`src/rtl/branch_pkg.sv`:
```
// Shared types and constants for the branch resolution / PC sequencing block.
package branch_pkg;

    // Branch condition encodings carried on ex_branch_type.
    typedef enum logic [1:0] {
        BR_EQ = 2'b00,
        BR_NE = 2'b01,
        BR_LT = 2'b10,
        BR_GE = 2'b11
    } br_type_e;

    // Controller states: RUN accepts EX outcomes, REDIRECT waits for fetch,
    // FLUSH squashes the wrong-path instructions still in IF/ID and ID/EX.
    typedef enum logic [1:0] {
        RUN      = 2'b00,
        REDIRECT = 2'b01,
        FLUSH    = 2'b10
    } brctl_state_e;

    // Sequential fetch increment in bytes.
    localparam int unsigned PC_STEP = 32'd4;

endpackage

```
`src/rtl/branch_cond.sv`:
```
// Combinational branch condition evaluation from the ALU flags.
module branch_cond
    import branch_pkg::*;
(
    input  logic [1:0] br_type,
    input  logic       zero,
    input  logic       lt,
    output logic       cond
);

    // Select the flag (or its inverse) that decides this branch type.
    always_comb begin
        cond = 1'b0;
        case (br_type_e'(br_type))
            BR_EQ:   cond = zero;
            BR_NE:   cond = ~zero;
            BR_LT:   cond = lt;
            BR_GE:   cond = ~lt;
            default: cond = 1'b0;
        endcase
    end

endmodule

```
`src/rtl/branch_ctrl.sv`:
```
// Branch resolution and PC sequencing controller.
// Owns the fetch PC, redirects fetch on taken branches/jumps (waiting in
// REDIRECT while fetch is not ready) and holds flush_o for FLUSH_CYCLES
// cycles after the redirect so wrong-path instructions are squashed.
// Optional feature: define BRANCH_STATS_EN to build the saturating
// resolved/taken counters; otherwise br_count/taken_count read as zero.
module branch_ctrl
    import branch_pkg::*;
#(
    parameter int unsigned       XLEN         = 32,
    parameter logic [XLEN-1:0]   RESET_PC     = 32'h0000_0000,
    parameter int unsigned       FLUSH_CYCLES = 2
) (
    input  logic            clk,
    input  logic            rst_n,
    input  logic            ex_valid,
    input  logic            ex_branch,
    input  logic            ex_jump,
    input  logic            ex_zero,
    input  logic            ex_lt,
    input  logic [1:0]      ex_branch_type,
    input  logic [XLEN-1:0] ex_target,
    input  logic            imem_ready,
    input  logic            stall_in,
    output logic [XLEN-1:0] pc_o,
    output logic            flush_o,
    output logic            taken_o,
    output logic [31:0]     br_count,
    output logic [31:0]     taken_count
);

    localparam logic [2:0] FLUSH_INIT = 3'(FLUSH_CYCLES);

    brctl_state_e    state_r, state_n_s;
    logic [XLEN-1:0] pc_r, pc_n_s;
    logic [XLEN-1:0] pend_pc_r, pend_n_s;
    logic [2:0]      cnt_r, cnt_n_s;
    logic            cond_s;
    logic            squash_s;
    logic            taken_s;
    logic            accept_s;
    logic [XLEN-1:0] tgt_s;
    logic [XLEN-1:0] pc_inc_s;

    branch_cond u_cond (
        .br_type (ex_branch_type),
        .zero    (ex_zero),
        .lt      (ex_lt),
        .cond    (cond_s)
    );

    assign squash_s = (state_r != RUN);
    assign taken_s  = ex_valid & ~squash_s & (ex_jump | (ex_branch & cond_s));
    assign tgt_s    = {ex_target[XLEN-1:2], 2'b00};
    assign pc_inc_s = pc_r + XLEN'(PC_STEP);

    // Next-state, next-PC and redirect-accept decode.
    always_comb begin
        state_n_s = state_r;
        pc_n_s    = pc_r;
        pend_n_s  = pend_pc_r;
        cnt_n_s   = cnt_r;
        accept_s  = 1'b0;
        case (state_r)
            RUN: begin
                if (taken_s) begin
                    // A taken redirect wins over stall_in: the stalled
                    // instruction is on the wrong path anyway.
                    if (imem_ready) begin
                        pc_n_s    = tgt_s;
                        accept_s  = 1'b1;
                        cnt_n_s   = FLUSH_INIT;
                        state_n_s = FLUSH;
                    end else begin
                        pend_n_s  = tgt_s;
                        state_n_s = REDIRECT;
                    end
                end else if (imem_ready && !stall_in) begin
                    pc_n_s = pc_inc_s;
                end else begin
                    pc_n_s = pc_r;
                end
            end
            REDIRECT: begin
                if (imem_ready) begin
                    pc_n_s    = pend_pc_r;
                    accept_s  = 1'b1;
                    cnt_n_s   = FLUSH_INIT;
                    state_n_s = FLUSH;
                end else begin
                    pc_n_s = pc_r;
                end
            end
            FLUSH: begin
                if (imem_ready && !stall_in) begin
                    pc_n_s = pc_inc_s;
                end else begin
                    pc_n_s = pc_r;
                end
                cnt_n_s = cnt_r - 3'd1;
                if (cnt_r <= 3'd1) begin
                    state_n_s = RUN;
                end else begin
                    state_n_s = FLUSH;
                end
            end
            default: begin
                state_n_s = RUN;
            end
        endcase
    end

    // State, PC, pending target and flush countdown registers.
    always_ff @(posedge clk or negedge rst_n) begin
        if (!rst_n) begin
            state_r   <= RUN;
            pc_r      <= RESET_PC;
            pend_pc_r <= {XLEN{1'b0}};
            cnt_r     <= 3'd0;
        end else begin
            state_r   <= state_n_s;
            pc_r      <= pc_n_s;
            pend_pc_r <= pend_n_s;
            cnt_r     <= cnt_n_s;
        end
    end

    assign pc_o    = pc_r;
    assign taken_o = accept_s;
    assign flush_o = taken_s | squash_s;

`ifdef BRANCH_STATS_EN
    logic        resolve_s;
    logic [31:0] br_cnt_r;
    logic [31:0] tk_cnt_r;

    assign resolve_s = ex_valid & ~squash_s & (ex_branch | ex_jump);

    // Saturating resolved/taken statistics counters.
    always_ff @(posedge clk or negedge rst_n) begin
        if (!rst_n) begin
            br_cnt_r <= 32'd0;
            tk_cnt_r <= 32'd0;
        end else begin
            if (resolve_s && (br_cnt_r != 32'hFFFF_FFFF)) begin
                br_cnt_r <= br_cnt_r + 32'd1;
            end else begin
                br_cnt_r <= br_cnt_r;
            end
            if (taken_s && (tk_cnt_r != 32'hFFFF_FFFF)) begin
                tk_cnt_r <= tk_cnt_r + 32'd1;
            end else begin
                tk_cnt_r <= tk_cnt_r;
            end
        end
    end

    assign br_count    = br_cnt_r;
    assign taken_count = tk_cnt_r;
`else
    assign br_count    = 32'd0;
    assign taken_count = 32'd0;
`endif

endmodule

```
`config.mk`:
```
export PLATFORM = sky130hd
export DESIGN_NAME = branch_ctrl
export DESIGN_NICKNAME = d
export VERILOG_FILES = /design/src/rtl/branch_pkg.sv /design/src/rtl/branch_cond.sv /design/src/rtl/branch_ctrl.sv
export SDC_FILE = /design/constraint.sdc
export NUM_CORES = 1
export LEC_CHECK = 0
export CAP_MARGIN = 10
export CORE_MARGIN = 2
export CORE_UTILIZATION = 44
export DETAILED_ROUTE_END_ITERATION = 6
export GPL_TIMING_DRIVEN = 0
export HOLD_SLACK_MARGIN = 0.03
export PLACE_DENSITY = 0.78
export SYNTH_ARGS = -nofsm -noshare
export SYNTH_HDL_FRONTEND = slang
export SYNTH_SLANG_ARGS = --single-unit
```
`constraint.sdc`:
```
create_clock -name clk -period 2.2 [get_ports clk]
set_input_delay 0.44 -clock clk [delete_from_list [all_inputs] [get_ports clk]]
set_output_delay 0.44 -clock clk [all_outputs]
set_load 0.05 [all_outputs]
```
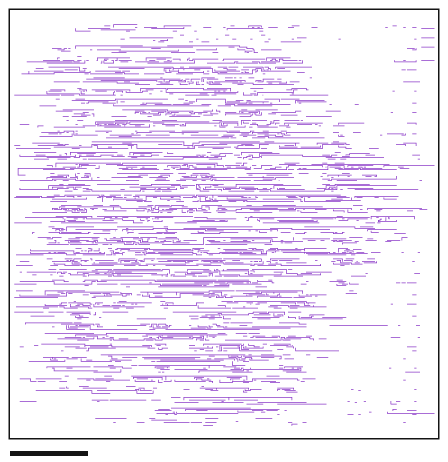
*Met1 routing*
The bar under the picture is 20 µm long.
main direction	horizontal
longest straight run	36.8 µm
nets with wire on the layer	688
wire length on this layer	7240 µm
share of all routed wire	38%
via count: 5301
drt total wl: 18900 µm

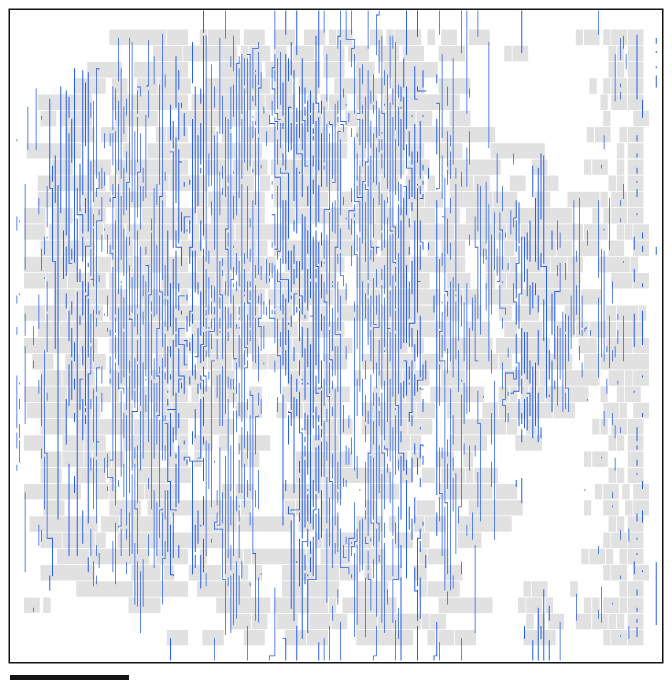
*The metal 2 layer*
The bar under the picture is 20 µm long.
wire length on this layer	8490 µm
longest straight run	55.9 µm
share of all routed wire	45%
nets with wire on the layer	696
met2 usage: 0.480

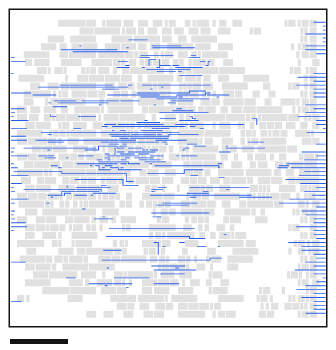
*M3 wires*
The bar under the picture is 20 µm long.
nets with wire on the layer	202
share of all routed wire	10%
longest straight run	47.6 µm
wire length on this layer	1980 µm
main direction	horizontal
GR Util met3: 0.0634

==> results.ini <==
[final_timing]
fin_worst_skew_ns = 0.0119
hold_viol_final = 0
setup_viol = 49
final.setup.worst_slack_ns = -0.428

[logic_synthesis]
synth.distinct_cells = 68
yosys_area_um2 = 4880
synth.cell_area_um2 = 4880
top_cell_area_share = 0.333
yosys_warnings = 0
synth_area_per_cell_um2 = 8.77

[power_and_ir_drop]
power_density_nw_per_um2 = 1590
ir_drop_v = 0.00112
finalPower_mw = 11.8

[place]
dpl.hpwl_um = 11500
numPortBuffers = 72

[detailed_routing]
dr.pass1.iters = 7
wl_per_cell_um = 21.1
drc = 4

[setup_path]
rr_endpoint = pend_pc_r[29]
critical_path_class = in -> out
r2r_cells = 12
r2r-start = state_r[0]
cp_cell_sequence = clkdlybuf4s50_1, nand4b_1, mux2_4, and2_4, buf_12, buf_12, a21boi_4, buf_6
cp_data_required_time_ns = 1.76
r2r_slack_ns = -0.27
crit_fanout = 4

[status]
outcome = complete, but fails checks
violations = DRC, setup timing

[grt]
antenna_found_initial = 0
grt_pass1_wl_um = 27200

[clock_network]
cts_buffer_depth = 2
h-tree-depth = 3
hold_buffers = 0

[die]
fp_util = 0.450
rows = 38

[flow_run]
warnings = 35

==> worst max path at each step <==
stage	from	endpoint	slack, ns	cells after the start
3_5_place_dp	ex_branch_type[1]	taken_o	-1.47	9
2_1_floorplan	state_r[0]	taken_o	-0.24	10
4_1_cts	state_r[0]	taken_o	-0.44	10
5_1_grt	ex_valid	taken_o	-0.46	8
6_report	ex_valid	taken_o	-0.43	8
3_3_place_gp	rst_n	pc_o[19]	-1.83	1
==> repair_timing <==
action,in CTS,in global routing
pin swaps,7,12
gates resized,136,89
endpoints found under the setup margin,64,68
gates cloned,3,3
setup buffers,33,17
==> sequential cells by signal, indices dropped and copies added, names as in the netlist <==
register and flops:
state_r 2, cnt_r 3, pc_o 30, pend_pc_r 30
==> synthesized netlist by cell type, types with 7 or more instances <==
cell type and number:
dfrtp_1 65, nand3_1 12, or3_1 8, nand2_1 58, clkbuf_1 14, buf_4 67, a21oi_1 27, a211oi_1 8
a31oi_1 10, and3_1 8, nor3_1 18, nor2_1 33, ha_1 7, buf_2 11, nand4_1 7, mux2i_1 7
a22oi_1 9, xnor2_1 10, nor4_1 10, mux2_2 35, o21ai_0 21, inv_1 12
==> layout make-up <==
type	count	area, µm²	share of cell area
clock inverter	6	57.6	0.00774
clock buffer	10	138	0.0185
multi-input combinational	445	3300	0.444
buffer	94	806	0.108
tap	140	175	0.0236
inverter	13	50.0	0.00673
timing repair buffer	123	1270	0.170
sequential	65	1640	0.221
==> per-layer routing <==
| layer | vias to the layer above | global-route usage | share of wire |
|---|---|---|---|
| met3 | 114 | 0.0634 | 0.10 |
| met5 | - | 0 | 0 |
| li1 | 2308 | - | - |
| met1 | 2467 | 0.381 | 0.38 |
| met2 | 412 | 0.480 | 0.45 |
| met4 | 0 | 0.205 | 0.062 |
==> stage by stage <==
step	std cells	util	instance area, µm²	setup WS, ns
4_1_cts	883	0.648	7020	-0.443
3_3_place_gp	833	0.562	6100	-1.83
2_1_floorplan	621	-	5200	-0.241
3_5_place_dp	833	0.562	6090	-1.47
6_report	896	0.686	7440	-0.428
5_1_grt	896	0.686	7440	-0.460
==> cell families after synthesis <==
| family | after synthesis | share of synthesized area |
|---|---|---|
| AND-OR/OR-AND | 139 | 0.208 |
| XOR/XNOR | 16 | 0.0287 |
| adder cells (fa/ha/maj) | 7 | 0.0180 |
| buffers and inverters | 111 | 0.140 |
| flip-flops | 65 | 0.333 |
| multiplexers | 42 | 0.0952 |
| other | 1 | 0.000769 |
| AND/OR/NAND/NOR | 175 | 0.176 |
==> where the power goes <==
part / internal (mW) / total, mW / leakage, nW / switching, mW
clock: 0.546 / 1.09 / 0.102 / 0.540
combinational: 3.57 / 8.26 / 2.47 / 4.69
sequential: 1.81 / 2.49 / 0.778 / 0.677
total: 5.93 / 11.8 / 3.35 / 5.91
Power and IR drop assume default switching activity.
